==> run_1/floorplan.png <==
Bar = 50 um. Pins as bars on the die edge. Tap cells in grey.
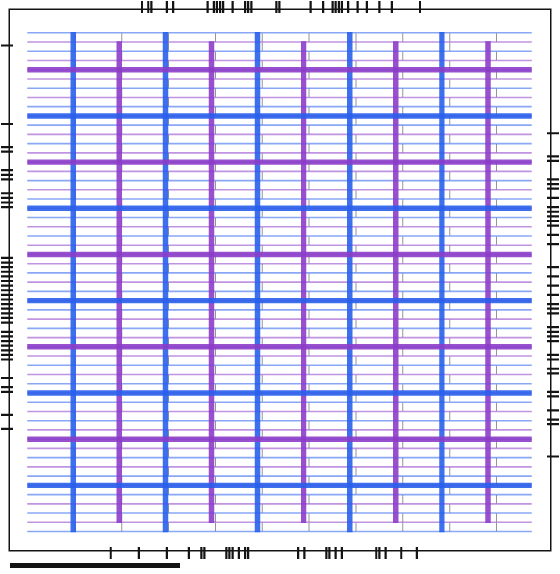
==> run_1/class_map.png <==
Bar = 50 um.
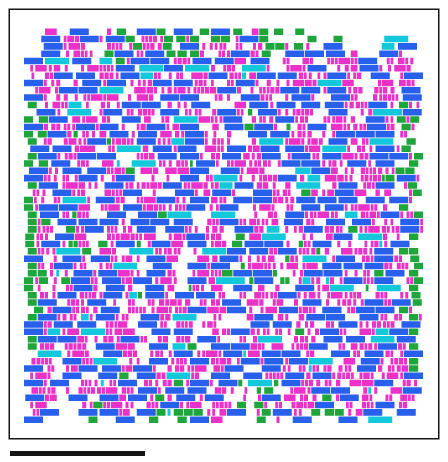
==> run_1/clock_wires.png <==
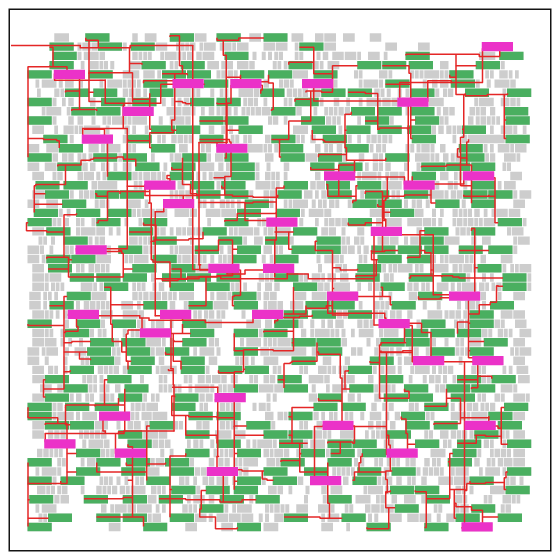
--- src/rtl/io_input_conditioner.sv ---
// io_input_conditioner
//
// Purpose:
//   Cleans up the raw, asynchronous board inputs (slide switches and the GPIO
//   input header) before they reach the memory-mapped IO block's read window.
//   Every bit passes through a two-flop synchroniser and then its own debounce
//   counter. A new level is accepted only after it has been seen for
//   DEBOUNCE_CYCLES consecutive evaluations. The block also provides a
//   one-cycle change pulse and sticky per-bit rising-edge flags, so polling
//   software can detect events it might otherwise miss.
//
// Ports:
//   clk          in   system clock
//   rst          in   synchronous, active-high reset
//   switches_raw in   raw slide-switch pins (asynchronous)
//   gpio_raw     in   raw GPIO header pins (asynchronous)
//   switches     out  debounced switch values
//   gpio_clean   out  debounced GPIO values
//   rise_flags   out  sticky rising-edge flags, {switches, gpio} bit order
//   flags_clr    in   clears every rise flag (a coincident new rise still sets)
//   change_pulse out  high for one cycle, the first cycle an updated value is visible
//
// Parameters:
//   SW_W, GPIO_W     input widths
//   DEBOUNCE_CYCLES  consecutive evaluations a differing level must persist (>=1)
//   CNT_W            counter width; must be able to hold DEBOUNCE_CYCLES-1

module io_input_conditioner #(
  parameter int SW_W            = 4,
  parameter int GPIO_W          = 36,
  parameter int DEBOUNCE_CYCLES = 16,
  parameter int CNT_W           = 5
) (
  input  logic                     clk,
  input  logic                     rst,
  input  logic [SW_W-1:0]          switches_raw,
  input  logic [GPIO_W-1:0]        gpio_raw,
  output logic [SW_W-1:0]          switches,
  output logic [GPIO_W-1:0]        gpio_clean,
  output logic [SW_W+GPIO_W-1:0]   rise_flags,
  input  logic                     flags_clr,
  output logic                     change_pulse
);

  localparam int N = SW_W + GPIO_W;
  localparam logic [CNT_W-1:0] CNT_LAST = CNT_W'(DEBOUNCE_CYCLES - 1);
  localparam logic [CNT_W-1:0] CNT_ONE  = CNT_W'(1);

  logic [N-1:0]     rawBits;
  logic [N-1:0]     sync1_q;
  logic [N-1:0]     sync2_q;
  logic [N-1:0]     stable_q;
  logic [N-1:0]     stable_d;
  logic [N-1:0]     updateBits;
  logic [N-1:0]     flags_q;
  logic [N-1:0]     flags_d;
  logic [CNT_W-1:0] cnt_q [N];
  logic [CNT_W-1:0] cnt_d [N];
  logic             pulse_q;
  logic             pulse_d;

  assign rawBits = {switches_raw, gpio_raw};

  // Per-bit debounce. The count only advances while the synchronised level
  // differs from the accepted level. Any return to the accepted level restarts
  // the count, so short glitches are rejected. The last count step both
  // accepts the new level and rearms the counter.
  always_comb begin
    stable_d   = stable_q;
    updateBits = '0;
    cnt_d      = cnt_q;
    for (int i = 0; i < N; i++) begin
      if (sync2_q[i] == stable_q[i]) begin
        cnt_d[i] = '0;
      end else if (cnt_q[i] == CNT_LAST) begin
        stable_d[i]   = sync2_q[i];
        updateBits[i] = 1'b1;
        cnt_d[i]      = '0;
      end else begin
        cnt_d[i] = cnt_q[i] + CNT_ONE;
      end
    end
  end

  // Flags are sticky. A rise that completes on the same edge as a clear must
  // survive that clear, so the set term is ORed in after the clear mask.
  // The change pulse is computed from the same update vector, so it appears
  // together with the new stable value. Simultaneous updates merge into one pulse.
  always_comb begin
    flags_d = (flags_q & ~{N{flags_clr}}) | (updateBits & sync2_q);
    pulse_d = |updateBits;
  end

  // All state lives in one clocked block. Reset discards any in-progress
  // count and clears the synchronisers, so debouncing restarts from scratch.
  always_ff @(posedge clk) begin
    if (rst) begin
      sync1_q  <= '0;
      sync2_q  <= '0;
      stable_q <= '0;
      flags_q  <= '0;
      pulse_q  <= 1'b0;
      for (int i = 0; i < N; i++) begin
        cnt_q[i] <= '0;
      end
    end else begin
      sync1_q  <= rawBits;
      sync2_q  <= sync1_q;
      stable_q <= stable_d;
      flags_q  <= flags_d;
      pulse_q  <= pulse_d;
      for (int i = 0; i < N; i++) begin
        cnt_q[i] <= cnt_d[i];
      end
    end
  end

  assign switches     = stable_q[N-1:GPIO_W];
  assign gpio_clean   = stable_q[GPIO_W-1:0];
  assign rise_flags   = flags_q;
  assign change_pulse = pulse_q;

endmodule

--- config.mk ---
export PLATFORM = sky130hd
export DESIGN_NAME = io_input_conditioner
export DESIGN_NICKNAME = d
export VERILOG_FILES = /design/src/rtl/io_input_conditioner.sv
export SDC_FILE = /design/constraint.sdc
export NUM_CORES = 1
export LEC_CHECK = 0
export ABC_AREA = 1
export CORE_MARGIN = 5
export CORE_UTILIZATION = 61
export DETAILED_ROUTE_END_ITERATION = 8
export GPL_TIMING_DRIVEN = 0
export PLACE_DENSITY_LB_ADDON = 0.05
export SYNTH_ARGS = -nofsm -noshare
export SYNTH_HDL_FRONTEND = slang
export SYNTH_SLANG_ARGS = --single-unit
--- constraint.sdc ---
create_clock -name clk -period 3.8 [get_ports clk]
set_clock_uncertainty 0.05 [all_clocks]
set_input_delay 0.76 -clock clk [delete_from_list [all_inputs] [get_ports clk]]
set_output_delay 0.76 -clock clk [all_outputs]
set_load 0.05 [all_outputs]
==> flow_summary.rst, run 1 <==
Physical design figures
=======================

.. list-table::
   :header-rows: 1

   * - Metric
     - Value
   * - Reported max-cap violation count
     - 0
   * - Setup_tns
     - 0 ps
   * - Clock-pin slew of the registers on the worst-case setup and hold paths
     - 60 ps
   * - Share of post-route cells with drive strength above 1
     - 0.0524
   * - Flip-flop count of the largest register after layout
     - 200
   * - Switching power summed over all nets
     - 1.60 mW
   * - Power of the clock network
     - 3.66 mW
   * - Number of hold violations in the final report
     - 0
   * - Clock share of power
     - 0.472
   * - Global-route wire length before repair
     - 45300 um
   * - Seq power
     - 3.87 mW
   * - Number of remaining DRC errors
     - 0
   * - Combinational share of power
     - 0.029
   * - Detailed Routing Iterations Pass 1
     - 5
   * - Root buffer cell
     - sky130_fd_sc_hd__clkbuf_16
   * - Yosys stat cell total
     - 1645
   * - Pin count of the biggest net entering global routing
     - 14
   * - Post-synthesis instance area
     - 13500 um^2
   * - Setup crit start
     - stable_q[3]
   * - Final HPWL from detailed placement
     - 19100 um
   * - Delay of the slowest critical-path stage
     - 840 ps
   * - Num CTS Buffers
     - 38
   * - Comb. pwr
     - 0.224 mW
   * - Final std cells w/o fill
     - 2114
   * - Status
     - finished, final reports clean
   * - Synthesized flop and latch total
     - 361
   * - Cell accounting for the most synthesized area
     - sky130_fd_sc_hd__dfxtp_1
   * - Power density over the cells
     - 473 nW/um^2
   * - Global-route congestion overflow total
     - 0
   * - Max FO, Critical Path
     - 3
   * - Global Route met2 Usage
     - 0.383
   * - Number of cells traversed by the worst register-to-register path
     - 12
   * - Cell count after placement
     - 2047
   * - Gr busiest metal
     - met2
   * - Required time at the endpoint of the critical path
     - 2990 ps
   * - Sum of met2 wire segment lengths after detailed routing
     - 13400 um
   * - CP max stage cell
     - sky130_fd_sc_hd__clkdlybuf4s50_1
   * - Sequence of cells on the critical path
     - clkdlybuf4s50_1
   * - Period utilisation layout
     - 0.683
   * - RSZ-0062 raised after global routing
     - no
   * - Number of warning messages in the logs
     - 26
   * - Post-DRT Antenna Nets
     - 0
   * - Setup crit end kind
     - primary output
   * - Minimum period implied by the final worst setup slack
     - 2600 ps
   * - Number of clock sinks
     - 361
   * - Cell Rows
     - 54
   * - Met3 Usage GRT
     - 0.0494
   * - Routed metal-1 wire length
     - 11500 um
   * - Dominant power group
     - registers
   * - Hold buffer count at cts
     - 0
   * - Final tally of setup violations
     - 0
   * - Buffers inserted during post-CTS setup optimization
     - 0
   * - Top achievable clock speed
     - 385 MHz
   * - Metal3 WL
     - 1530 um
   * - Chip area from the yosys synthesis statistics
     - 13500 um^2
   * - Data arrival at the endpoint of the critical path
     - 1790 ps
   * - Largest delay share family, worst path
     - buffers and inverters
   * - Total buffers and inverters traversed by the critical path
     - 1
   * - H-tree Lvls
     - 2
   * - Core Util at FP
     - 0.621
   * - Total routing resource utilization after global routing
     - 0.210
   * - Remaining max-slew budget at the tightest pin
     - 0.569
   * - Area of all placed cells without fillers
     - 16400 um^2
   * - IO Count
     - 124
   * - Via Count
     - 10600
   * - Die Width
     - 159 um
Back to the opening pictures, floorplan.png:
- purple: VDD
- blue: VSS
- met4 straps: 10
- met5 straps: 10

Back to the opening pictures, class_map.png:
- cyan: clock drivers and dummy loads (cells 66; share of their area 7.8%)
- blue: registers (cells 361; share of their area 45%)
- green: remaining buffers and delay cells (cells 148; share of their area 8.5%)
- magenta: remaining logic cells (cells 1258; share of their area 39%)

Back to the opening pictures, clock_wires.png:
- red: clock wires (length 3950 um)
- green: flip-flops (count 361)
- magenta: clock-net drivers (count 38)
- flops lie: all over the die

run 1: layout make-up:
cell class              count  area, um^2
clock buffers              59        1150
fillers                  1638        5440
repair buffers            122        1220
well taps                 280         350
multi-input cells         999        5210
clock inverters             7         108
flip-flops and latches    361        7230
plain buffers              26         138
diodes                      1        2.50
inverters                 259         972
run 1: through the flow:
step | power [mW] | utilization | setup slack (ps)
4_1_cts | 7.82 | 0.750 | 1200
5_1_grt | 8.02 | 0.750 | 1160
6_report | 7.75 | 0.751 | 1200
3_3_place_gp | 4.17 | 0.693 | 1490
3_5_place_dp | 4.17 | 0.693 | 1430
2_1_floorplan | 4.07 | - | 2240
run 1: synthesized netlist by cell type:
master / instances
sky130_fd_sc_hd__o211ai_1: 12
sky130_fd_sc_hd__nand2_1: 223
sky130_fd_sc_hd__inv_1: 259
sky130_fd_sc_hd__or2_0: 1
sky130_fd_sc_hd__nor2_1: 324
sky130_fd_sc_hd__ha_1: 80
sky130_fd_sc_hd__and2_1: 7
sky130_fd_sc_hd__nor3b_2: 5
sky130_fd_sc_hd__clkbuf_1: 4
sky130_fd_sc_hd__dfxtp_1: 361
sky130_fd_sc_hd__nand3_2: 2
sky130_fd_sc_hd__o21bai_1: 27
sky130_fd_sc_hd__nor2_2: 8
sky130_fd_sc_hd__or2_4: 1
sky130_fd_sc_hd__xor2_1: 5
sky130_fd_sc_hd__xor2_2: 1
sky130_fd_sc_hd__nand3_1: 141
sky130_fd_sc_hd__or2_1: 6
sky130_fd_sc_hd__buf_6: 2
sky130_fd_sc_hd__nand4_1: 2
sky130_fd_sc_hd__buf_2: 20
sky130_fd_sc_hd__a21oi_1: 119
sky130_fd_sc_hd__nor3b_1: 35
run 1: cell usage in the layout, fill, tap and decap left out, types with 2 or more instances in the layout:
cell and instances:
sky130_fd_sc_hd__a21oi_1 119, sky130_fd_sc_hd__and2_1 7, sky130_fd_sc_hd__buf_2 20, sky130_fd_sc_hd__buf_6 2, sky130_fd_sc_hd__bufinv_16 2, sky130_fd_sc_hd__clkbuf_1 13, sky130_fd_sc_hd__clkbuf_16 38, sky130_fd_sc_hd__clkbuf_8 12
sky130_fd_sc_hd__clkdlybuf4s50_1 122, sky130_fd_sc_hd__dfxtp_1 361, sky130_fd_sc_hd__ha_1 80, sky130_fd_sc_hd__inv_1 259, sky130_fd_sc_hd__inv_6 2, sky130_fd_sc_hd__nand2_1 223, sky130_fd_sc_hd__nand3_1 141, sky130_fd_sc_hd__nand3_2 2
sky130_fd_sc_hd__nand4_1 2, sky130_fd_sc_hd__nor2_1 324, sky130_fd_sc_hd__nor2_2 8, sky130_fd_sc_hd__nor3b_1 35, sky130_fd_sc_hd__nor3b_2 5, sky130_fd_sc_hd__o211ai_1 12, sky130_fd_sc_hd__o21bai_1 27, sky130_fd_sc_hd__or2_1 6
sky130_fd_sc_hd__xor2_1 5
run 1: logic make-up after synthesis:
logic type | Yosys count | share of synthesized area
XOR/XNOR | 6 | 0.00443
AND-OR/OR-AND | 158 | 0.0656
adder cells (fa/ha/maj) | 80 | 0.0739
flip-flops | 361 | 0.533
AND/OR/NAND/NOR | 755 | 0.241
buffers and inverters | 285 | 0.0819
## Run 2: what changed since run 1
--- a/config.mk
+++ b/config.mk
@@ -7,7 +7,7 @@
 export LEC_CHECK = 0
 export ABC_AREA = 1
 export CORE_MARGIN = 5
-export CORE_UTILIZATION = 61
+export CORE_UTILIZATION = 57
 export DETAILED_ROUTE_END_ITERATION = 8
 export GPL_TIMING_DRIVEN = 0
 export PLACE_DENSITY_LB_ADDON = 0.05
==> constraint.sdc (replaced) <==
create_clock -name clk -period 2.6 [get_ports clk]
set_clock_uncertainty 0.05 [all_clocks]
set_input_delay 0.52 -clock clk [delete_from_list [all_inputs] [get_ports clk]]
set_output_delay 0.52 -clock clk [all_outputs]
set_load 0.05 [all_outputs]
==> run 2 against run 1 <==
Against the previous run:
- combinational power is 46% higher
- power rose by 44%
- die area rose by 6.6%
- critical path depth unchanged
- final area hardly changed
- utilization fell by 5.2 points
- setup slack got worse by 950 ps
- register-to-register slack worse by 1300 ps
- global-route usage is 0.95 points lower
- critical endpoint unchanged
==> flow_summary.rst, run 2 <==
Physical design figures
=======================

.. list-table::
   :header-rows: 1

   * - Metric
     - Value
   * - RSZ-0062 raised after global routing
     - no
   * - Post-DRT Antenna Nets
     - 0
   * - Setup_tns
     - 0 ps
   * - Filler cells
     - 1889
   * - Fraction of registers with async set or reset after synthesis
     - 0
   * - Core Util at FP
     - 0.577
   * - Number of warning messages in the logs
     - 26
   * - Clock share of power
     - 0.465
   * - Final tally of setup violations
     - 0
   * - Power density over the cells
     - 682 nW/um^2
   * - Switching power summed over all nets
     - 2.29 mW
   * - Yosys stat cell total
     - 1645
   * - Combinational share of power
     - 0.029
   * - Sequence of cells on the critical path
     - clkdlybuf4s50_1
   * - Number of clock sinks
     - 361
   * - IR drop worst, VDD
     - 0.499 mV
   * - Flip-flop count of the largest register after layout
     - 200
   * - Commonest cells in the netlist
     - 361 x sky130_fd_sc_hd__dfxtp_1, 324 x sky130_fd_sc_hd__nor2_1, 259 x sky130_fd_sc_hd__inv_1
   * - Delay of the slowest critical-path stage
     - 840 ps
   * - Cell accounting for the most synthesized area
     - sky130_fd_sc_hd__dfxtp_1
   * - Number of cells traversed by the worst register-to-register path
     - 12
   * - Total routing resource utilization after global routing
     - 0.200
   * - Setup crit end kind
     - primary output
   * - Minimum period implied by the final worst setup slack
     - 2340 ps
   * - Cell Rows
     - 56
   * - Num CTS Buffers
     - 38
   * - Via Count
     - 10400
   * - Top achievable clock speed
     - 427 MHz
   * - Area of all placed cells without fillers
     - 16400 um^2
   * - Largest reg by FF count
     - cnt_q
   * - Period utilisation layout
     - 0.901
   * - Chip area from the yosys synthesis statistics
     - 13500 um^2
   * - Required time at the endpoint of the critical path
     - 2030 ps
   * - Share of post-route cells with drive strength above 1
     - 0.0518
   * - Leading cell types in the layout, fill and taps excluded
     - 361 x sky130_fd_sc_hd__dfxtp_1, 324 x sky130_fd_sc_hd__nor2_1, 259 x sky130_fd_sc_hd__inv_1
   * - Reported max-cap violation count
     - 0
   * - IO Count
     - 124
   * - Remaining max-slew budget at the tightest pin
     - 0.622
   * - Register area
     - 7230 um^2
   * - H-tree Lvls
     - 2
   * - Number of hold violations in the final report
     - 0
   * - Total buffers and inverters traversed by the critical path
     - 1
   * - Number of stages on the worst setup path
     - 1
   * - Dominant register cell in the synthesized netlist
     - sky130_fd_sc_hd__dfxtp_1
   * - Hold buffer count at cts
     - 0
   * - Most repeated cell in the gate-level netlist after synthesis
     - sky130_fd_sc_hd__dfxtp_1
   * - Logic cell area
     - 5210 um^2
   * - Final HPWL from detailed placement
     - 19400 um
   * - Root buffer cell
     - sky130_fd_sc_hd__clkbuf_16
   * - Antenna cells
     - 0
   * - Largest delay share family, worst path
     - buffers and inverters
   * - Die Width
     - 164 um
   * - Status
     - finished, final reports clean
   * - Detailed Routing Iterations Pass 1
     - 5
   * - Synthesized flop and latch total
     - 361
   * - Tally of yosys warning messages
     - 0
   * - Die Footprint
     - 27000 um^2
   * - Number of remaining DRC errors
     - 0
   * - Buffers inserted during post-CTS setup optimization
     - 0
   * - Global-route wire length before repair
     - 44400 um
   * - Clock-pin slew of the registers on the worst-case setup and hold paths
     - 60 ps
   * - Data arrival at the endpoint of the critical path
     - 1770 ps
-- run 2: cell counts after synthesis --
Identical to the previous run, type by type.
-- run 2: cell type report --
cell class,count,share of cell area
clock inverter,9,0.00443
multi-input combinational,999,0.318
sequential,361,0.441
clock buffer,57,0.0699
timing repair buffer,122,0.0745
tap,319,0.0244
inverter,259,0.0593
buffer,26,0.00840
-- run 2: power groups by stage --
stage               logic (mW)  clock network (mW)  registers, mW
floorplan                0.190                   0           5.76
global placement         0.322                   0           5.77
detailed placement       0.330                   0           5.77
CTS                      0.332                5.31           5.65
global route             0.373                5.57           5.66
finish                   0.327                5.19           5.65
-- run 2: tightest hold or removal path: cells and delay by family, from the launching register on --
| family | cells | cell delay, ps |
|---|---|---|
| DFF | 1 | 290 |
| buffers and inverters | 1 | 40 |
| and+or+nand+nor | 1 | 30 |
-- run 2: stage by stage --
step                       util  cells  setup slack, ps  power, mW
after detailed placement  0.646   2086              531       6.10
final                     0.698   2152              256       11.2
after floorplan               -   1645             1120       5.95
after CTS                 0.698   2152              233       11.3
after global routing      0.698   2152              204       11.6
after global placement    0.646   2086              566       6.09
-- run 2: per-layer routing --
metal	part of all wire	track usage	up-vias
li1	-	-	5516
met1	0.44	0.245	4676
met2	0.48	0.355	173
met3	0.047	0.0349	56
met4	0.032	0.0724	0
met5	0	0	-
-- run 2: cells by family after synthesis --
group                      after synthesis  share of synthesized area
buffers and inverters                  285                     0.0819
DFF                                    361                      0.533
xor gates and xnor gates                 6                    0.00443
and+or+nand+nor                        755                      0.241
adders and majority gates               80                     0.0739
AOI/OAI and AO/OA                      158                     0.0656
-- run 2: final timing paths --
kind                                  start       endpoint  slack [ps]
worst max-delay path            stable_q[3]  gpio_clean[3]         260
worst min-delay path            sync1_q[25]    sync2_q[25]         350
worst max register to register   cnt_q[150]   change_pulse         570
worst min register to register  sync1_q[25]    sync2_q[25]         350
==> run_2/floorplan.png <==
Bar = 50 um. Pins as bars on the die edge. Tap cells in grey.
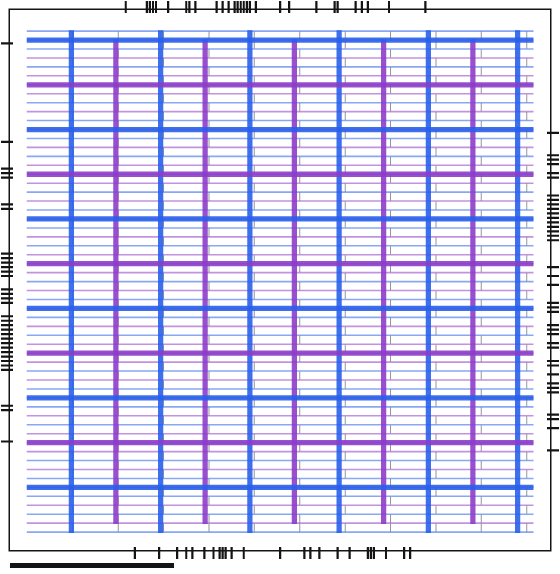
- blue: VSS
- purple: VDD
- tap cells: 319
- met1 rails: 57
- rows: 56
- signal pins: 124
- met4 straps: 11

## Run 3: what changed since run 2
--- a/config.mk
+++ b/config.mk
@@ -8,6 +8,7 @@
 export ABC_AREA = 1
 export CORE_MARGIN = 5
 export CORE_UTILIZATION = 57
+export CTS_CLUSTER_DIAMETER = 30
 export DETAILED_ROUTE_END_ITERATION = 8
 export GPL_TIMING_DRIVEN = 0
 export PLACE_DENSITY_LB_ADDON = 0.05
==> run 3 against run 2 <==
Against the previous run:
- via count grew 2.5%
- sequential cell count stayed put
- critical path depth stayed put
- die area stayed put
- sequential share of layout area decreased by 2.3 points
- clock-buffer cell count rose by 28
- setup slack worse by 43 ps
- register-to-register slack worse by 30 ps
- critical endpoint unchanged
- wire length rose by 5.5%
- sequential power barely moved
==> flow_summary.rst, run 3 <==
Physical design figures
=======================

.. list-table::
   :header-rows: 1

   * - Metric
     - Value
   * - Status
     - finished, final reports clean
   * - Total buffers and inverters traversed by the critical path
     - 1
   * - Root buffer cell
     - sky130_fd_sc_hd__clkbuf_16
   * - Cell count after placement
     - 2086
   * - Total routing resource utilization after global routing
     - 0.211
   * - Cell accounting for the most synthesized area
     - sky130_fd_sc_hd__dfxtp_1
   * - Data arrival at the endpoint of the critical path
     - 1820 ps
   * - Core Util at FP
     - 0.577
   * - Pre-CTS WS
     - 531 ps
   * - Sequence of cells on the critical path
     - clkdlybuf4s50_1
   * - H-tree Lvls
     - 2
   * - Combinational share of power
     - 0.024
   * - Dominant register cell in the synthesized netlist
     - sky130_fd_sc_hd__dfxtp_1
   * - Number of clock sinks
     - 361
   * - Global-route wire length before repair
     - 46900 um
   * - CP max stage cell
     - sky130_fd_sc_hd__clkdlybuf4s50_1
   * - Register area
     - 7230 um^2
   * - Clock-pin slew of the registers on the worst-case setup and hold paths
     - 50 ps
   * - Power density over the cells
     - 808 nW/um^2
   * - Number of warning messages in the logs
     - 26
   * - Die Footprint
     - 27000 um^2
   * - Leading cell types in the layout, fill and taps excluded
     - 361 x sky130_fd_sc_hd__dfxtp_1, 324 x sky130_fd_sc_hd__nor2_1, 259 x sky130_fd_sc_hd__inv_1
   * - Cell Rows
     - 56
   * - Chip area from the yosys synthesis statistics
     - 13500 um^2
   * - Clock share of power
     - 0.571
   * - Count of library flops with an enable pin
     - 0
   * - Switching power summed over all nets
     - 2.88 mW
   * - Number of remaining DRC errors
     - 0
   * - Die Width
     - 164 um
   * - Final std cells w/o fill
     - 2200
   * - Number of hold violations in the final report
     - 0
   * - Detailed Routing Iterations Pass 1
     - 5
   * - Via Count
     - 10700
   * - Setup slack of the critical path after layout
     - 214 ps
   * - Reported max-cap violation count
     - 0
   * - Yosys stat cell total
     - 1645
   * - Setup_tns
     - 0 ps
   * - Share of post-route cells with drive strength above 1
     - 0.0766
   * - Remaining max-slew budget at the tightest pin
     - 0.581
   * - IO Count
     - 124
   * - Flip-flop count of the largest register after layout
     - 200
   * - Minimum period implied by the final worst setup slack
     - 2390 ps
   * - Global-route congestion overflow total
     - 0
   * - Post-synthesis instance area
     - 13500 um^2
   * - Delay of the slowest critical-path stage
     - 840 ps
   * - IR drop worst, VDD
     - 0.708 mV
   * - Buffers inserted during post-CTS setup optimization
     - 0
   * - Post-DRT Antenna Nets
     - 0
   * - Num CTS Buffers
     - 60
[run 3: cell count changes in the layout (fill, tap and decap cells not counted), sizes merged]
cell and change:
clkinvlp +4, clkbuf +28, clkinv +9, bufinv +5
inv +2
[run 3: area by class of cell]
cell class | instances | share of cell area
Buffer | 26 | 0.00796
Clock inverter | 29 | 0.0202
Sequential cell | 361 | 0.418
Tap cell | 319 | 0.0231
Clock buffer | 85 | 0.103
Multi-Input combinational cell | 999 | 0.301
Timing Repair Buffer | 122 | 0.0706
Inverter | 259 | 0.0562
[run 3: kinds of logic (layout without fill, tap and decap cells)]
| kind of cell | after synthesis | count (layout) | share of synthesized area |
|---|---|---|---|
| AND/OR/NAND/NOR | 755 | 755 | 0.241 |
| XOR/XNOR | 6 | 6 | 0.00443 |
| AND-OR/OR-AND | 158 | 158 | 0.0656 |
| adder cells (fa/ha/maj) | 80 | 80 | 0.0739 |
| buffers and inverters | 285 | 521 | 0.0819 |
| flip-flops | 361 | 361 | 0.533 |
[run 3: power by group through the flow]
stage / Sequential [mW] / Clock (mW) / Combinational (mW)
global route: 5.66 / 8.40 / 0.375
global placement: 5.77 / 0 / 0.322
detailed placement: 5.77 / 0 / 0.330
CTS: 5.66 / 8.10 / 0.335
floorplan: 5.76 / 0 / 0.190
finish: 5.66 / 7.99 / 0.330
[run 3: metrics by stage]
step / power, mW / utilization
2_1_floorplan: 5.95 / -
3_3_place_gp: 6.09 / 0.646
3_5_place_dp: 6.10 / 0.646
4_1_cts: 14.1 / 0.737
5_1_grt: 14.4 / 0.737
6_report: 14.0 / 0.737
[run 3: path summary, 6_finish.rpt]
check                            startpoint             to  slack (ps)  depth (start not counted)
worst max-delay path            stable_q[3]  gpio_clean[3]         210                          1
worst min-delay path            sync1_q[25]    sync2_q[25]         350                          2
worst max register to register   cnt_q[150]   change_pulse         540                         12
worst min register to register  sync1_q[25]    sync2_q[25]         350                          2
[run 3: per-layer routing]
layer	part of all wire	wire (um)	up-vias	track usage
met5	0	0	-	0
met4	0.023	640	0	0.0660
met2	0.50	14000	221	0.386
met3	0.047	1310	53	0.0439
li1	-	-	5570	-
met1	0.43	12100	4837	0.246
==> run_3/floorplan.png <==
Bar = 50 um. Pins as bars on the die edge. Tap cells in grey.
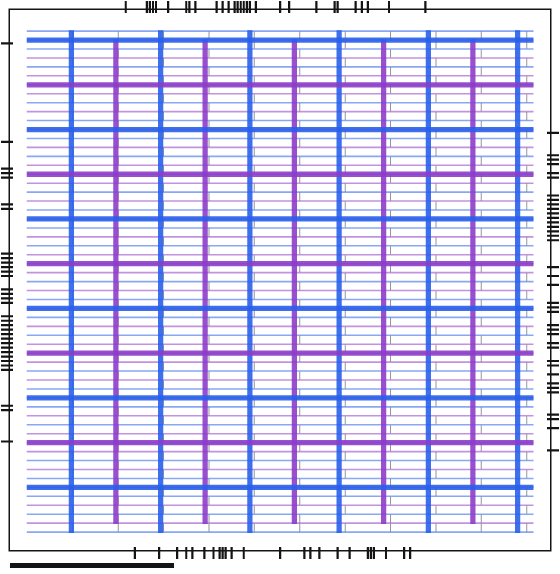
- blue: VSS
- purple: VDD
- met4 straps: 11
- met1 rails: 57


==> notes/layouts.md <==
Pictures saved along the way, in no particular order.

Routing congestion map.
image #1
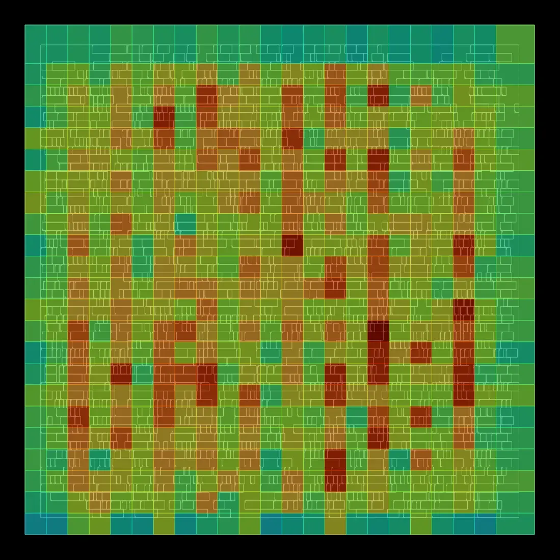
image #2
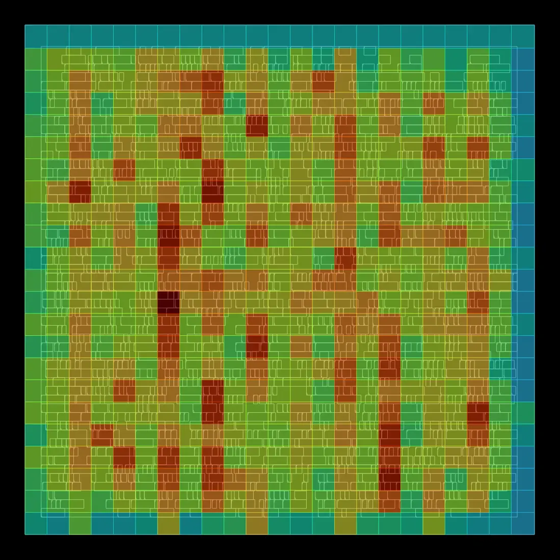
- run 1 = image #2
- run 3 = image #1

Power figures rest on the tool's default switching activity, not on a simulated workload.
